### src/rtl/fifo_pkg.sv
// Shared helpers for the flexible synchronous FIFO: width math and parameter legality.
package fifo_pkg;

   function automatic int clog2(input int v);
      int r;
      r = 0;
      while ((1 << r) < v) r++;
      return r;
   endfunction

   // DEPTH must be a power of two >= 2; thresholds must land inside the occupancy range.
   function automatic bit params_ok(input int depth, input int afull_th, input int aempty_th);
      return (depth >= 2) && ((depth & (depth - 1)) == 0) &&
             (afull_th >= 1) && (afull_th <= depth) &&
             (aempty_th >= 0) && (aempty_th <= depth - 1);
   endfunction

endpackage

### src/rtl/fifo_ptr.sv
// Wrapping FIFO pointer: MSB is the lap bit, low bits address the storage array.
module fifo_ptr #(
   parameter int W = 5
) (
   input  logic         clk,
   input  logic         rst_n,
   input  logic         flush_i,
   input  logic         inc_i,
   output logic [W-1:0] ptr_o
);

   always_ff @(posedge clk or negedge rst_n) begin
      if (!rst_n)       ptr_o <= '0;
      else if (flush_i) ptr_o <= '0;
      else if (inc_i)   ptr_o <= ptr_o + W'(1);
   end

endmodule

### src/rtl/sync_fifo_flex.sv
// Single-clock FIFO with occupancy, almost-full/empty thresholds, sticky errors,
// synchronous flush and a selectable first-word-fall-through or registered read port.
module sync_fifo_flex
   import fifo_pkg::*;
#(
   parameter int DATA_WIDTH = 8,
   parameter int DEPTH      = 16,
   parameter int AFULL_TH   = DEPTH - 2,
   parameter int AEMPTY_TH  = 1,
   parameter int FWFT       = 1
) (
   input  logic                  clk,
   input  logic                  rst_n,
   input  logic                  flush_i,
   input  logic                  wren_i,
   input  logic [DATA_WIDTH-1:0] wdata_i,
   input  logic                  rden_i,
   output logic [DATA_WIDTH-1:0] rdata_o,
   output logic                  rvalid_o,
   output logic                  full_o,
   output logic                  empty_o,
   output logic                  afull_o,
   output logic                  aempty_o,
   output logic [clog2(DEPTH):0] count_o,
   output logic                  overflow_o,
   output logic                  underflow_o,
   input  logic                  clr_err_i
);

   localparam int AW = clog2(DEPTH);
   localparam int PW = AW + 1;

   if (!params_ok(DEPTH, AFULL_TH, AEMPTY_TH)) begin : g_bad_params
      $fatal(1, "sync_fifo_flex: illegal DEPTH/AFULL_TH/AEMPTY_TH");
   end

   logic [PW-1:0]         wrptr, rdptr;
   logic                  push_ok, pop_ok;
   logic [DATA_WIDTH-1:0] mem [DEPTH];

   // Acceptance looks at the flags registered at the start of the cycle; flush discards both.
   assign push_ok = wren_i & ~full_o  & ~flush_i;
   assign pop_ok  = rden_i & ~empty_o & ~flush_i;

   fifo_ptr #(.W(PW)) u_wrptr (
      .clk     (clk),
      .rst_n   (rst_n),
      .flush_i (flush_i),
      .inc_i   (push_ok),
      .ptr_o   (wrptr)
   );

   fifo_ptr #(.W(PW)) u_rdptr (
      .clk     (clk),
      .rst_n   (rst_n),
      .flush_i (flush_i),
      .inc_i   (pop_ok),
      .ptr_o   (rdptr)
   );

   assign empty_o  = (wrptr == rdptr);
   assign full_o   = (wrptr[AW-1:0] == rdptr[AW-1:0]) && (wrptr[AW] != rdptr[AW]);
   assign count_o  = wrptr - rdptr;
   assign afull_o  = (count_o >= PW'(AFULL_TH));
   assign aempty_o = (count_o <= PW'(AEMPTY_TH));

   always_ff @(posedge clk) begin
      if (push_ok) mem[wrptr[AW-1:0]] <= wdata_i;
   end

   // A fresh error in the same cycle as clr_err_i wins over the clear.
   always_ff @(posedge clk or negedge rst_n) begin
      if (!rst_n) begin
         overflow_o  <= 1'b0;
         underflow_o <= 1'b0;
      end else begin
         if (wren_i & full_o & ~flush_i)  overflow_o  <= 1'b1;
         else if (clr_err_i)              overflow_o  <= 1'b0;
         if (rden_i & empty_o & ~flush_i) underflow_o <= 1'b1;
         else if (clr_err_i)              underflow_o <= 1'b0;
      end
   end

   if (FWFT != 0) begin : g_fwft
      // Head word shown combinationally; forced to zero while empty so reset reads 0.
      assign rdata_o  = empty_o ? '0 : mem[rdptr[AW-1:0]];
      assign rvalid_o = ~empty_o;
   end else begin : g_reg
      logic [DATA_WIDTH-1:0] rdata_q;
      logic                  rvalid_q;

      always_ff @(posedge clk or negedge rst_n) begin
         if (!rst_n) begin
            rdata_q  <= '0;
            rvalid_q <= 1'b0;
         end else if (flush_i) begin
            rvalid_q <= 1'b0;
         end else if (pop_ok) begin
            rdata_q  <= mem[rdptr[AW-1:0]];
            rvalid_q <= 1'b1;
         end else begin
            rvalid_q <= 1'b0;
         end
      end

      assign rdata_o  = rdata_q;
      assign rvalid_o = rvalid_q;
   end

endmodule

### config.mk
export PLATFORM = sky130hd
export DESIGN_NAME = sync_fifo_flex
export DESIGN_NICKNAME = d
export VERILOG_FILES = /design/src/rtl/fifo_pkg.sv /design/src/rtl/fifo_ptr.sv /design/src/rtl/sync_fifo_flex.sv
export SDC_FILE = /design/constraint.sdc
export NUM_CORES = 1
export LEC_CHECK = 0
export CAP_MARGIN = 20
export CORE_MARGIN = 4
export CORE_UTILIZATION = 40
export DETAILED_ROUTE_END_ITERATION = 12
export SYNTH_ARGS = -nofsm -noshare
export SYNTH_HDL_FRONTEND = slang
export SYNTH_SLANG_ARGS = --single-unit
### constraint.sdc
create_clock -name clk -period 8.01 [get_ports clk]
set_input_delay 1.602 -clock clk [delete_from_list [all_inputs] [get_ports clk]]
set_output_delay 1.602 -clock clk [all_outputs]
set_load 0.01 [all_outputs]
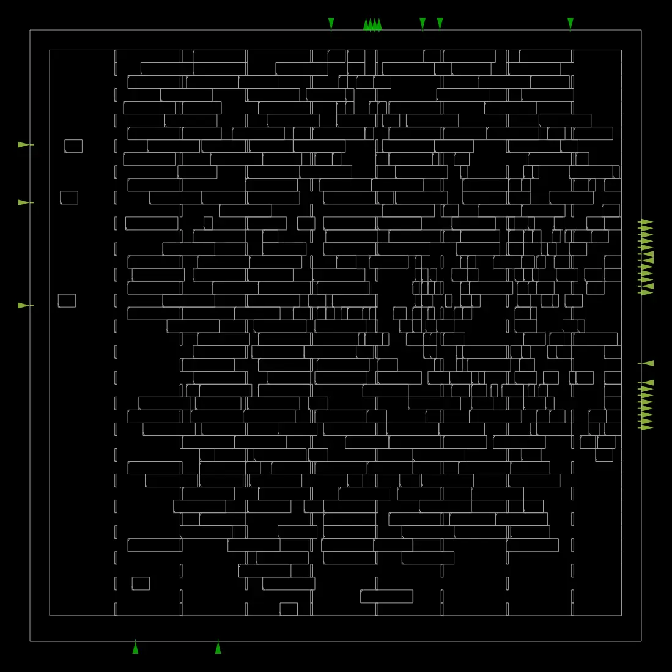
**Above:** placement view.
tapcells inserted: 184
sequential cell count of the final layout: 140
filler instances: 1205
final cell count without fillers: 560
site row count: 44

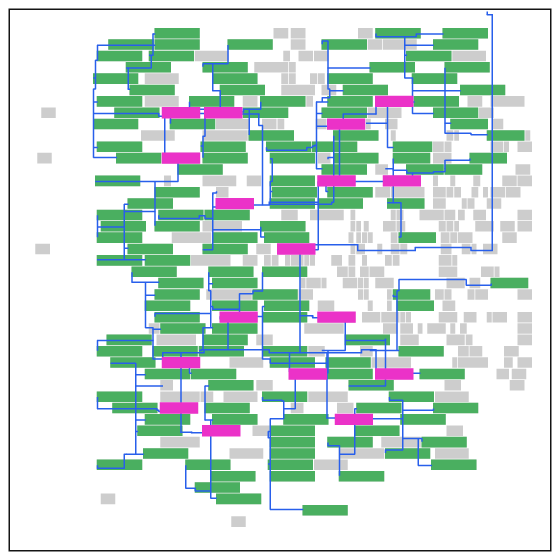
**Above:** clock distribution.
- magenta: clock-net drivers (count 17)
- blue: clock wires (length 1520 µm)
- green: flip-flops (count 140)
- routed clock nets: 18
clock latency on the worst-skew pair: 0.41 ns
clock network power share: 0.415
Final Skew: 0.008426 ns
clk pwr: 0.797 mW

==> Implementation_results.wiki <==
== Flow metrics ==
{| class="wikitable"
! Metric !! Value
|-
| Outcome || completed
|-
| Combinational Power Share || 0.162
|-
| Setup violations, final || 0
|-
| Height of the die || 129.3 µm
|-
| Internal Power || 1.459 mW
|-
| H-Tree Depth || 4
|-
| Post-cts repair resize count || 0
|-
| Transition at the pin with the smallest max-transition slack || 1.096 ns
|-
| Number of buffers between clock root and the deepest sink || 2
|-
| Fraction of the core area covered by cells at the end of the flow || 0.4838
|-
| Input/output buffers || 33
|-
| Biggest Area Class || sequential cells
|-
| Data required time at the worst endpoint || 6.41 ns
|-
| Number of signal-net buffers in the layout || 37
|-
| Most numerous cell in the Yosys netlist || sky130_fd_sc_hd__edfxtp_1
|-
| Area used by sequential logic in the layout || 4145 µm²
|-
| Period Utilization, post-route || 0.6632
|-
| Placed wire-length estimate after detailed placement || 7495 µm
|-
| Cells in synth_stat.txt || 322
|-
| Post-layout total power || 1.921 mW
|-
| Minimum clock period after layout || 5.312 ns
|-
| Worst r2r src || u_rdptr.ptr_o[3]
|-
| Number of placed instances, taps included || 528
|-
| Top non-seq family || multiplexers
|-
| Nets at Floorplan || 346
|-
| Overall chip area || 16720 µm²
|-
| Fmax || 0.1882 GHz
|-
| Number of buffers created by CTS || 17
|-
| Multi-input combinational cell area || 1615 µm²
|-
| Total buffers and inverters traversed by the critical path || 3
|-
| Slowest stage delay, CP || 0.94 ns
|-
| Post-route cell area || 7004 µm²
|-
| Xor-xnor portion of the synthesized cell area || 0.01764
|-
| Routed WL || 11920 µm
|-
| CP Depth || 8
|-
| Post-CTS Repair Setup Buffers || 0
|-
| Path type of the worst min-delay path || reg -> reg
|-
| Final hold violation count || 0
|-
| Placer's final routability congestion estimate || 0.7954
|-
| Post-Route Setup TNS || 0 ns
|-
| Synth top area cells || sky130_fd_sc_hd__edfxtp_1, sky130_fd_sc_hd__mux4_2, sky130_fd_sc_hd__dfrtp_1
|-
| Number of detailed-routing iterations run before antenna repair || 4
|-
| Met1 layer wirelength in the final routing || 5250 µm
|-
| Cell count after synthesis || 322
|-
| Combinational share of cell area || 0.2306
|-
| Fraction of final layout cells sized beyond drive strength 1 || 0.1941
|-
| Top cells excl fill/tap || sky130_fd_sc_hd__edfxtp_1, sky130_fd_sc_hd__clkdlybuf4s50_1, sky130_fd_sc_hd__nor2_1
|}
Power is estimated from default activity; no workload was simulated.
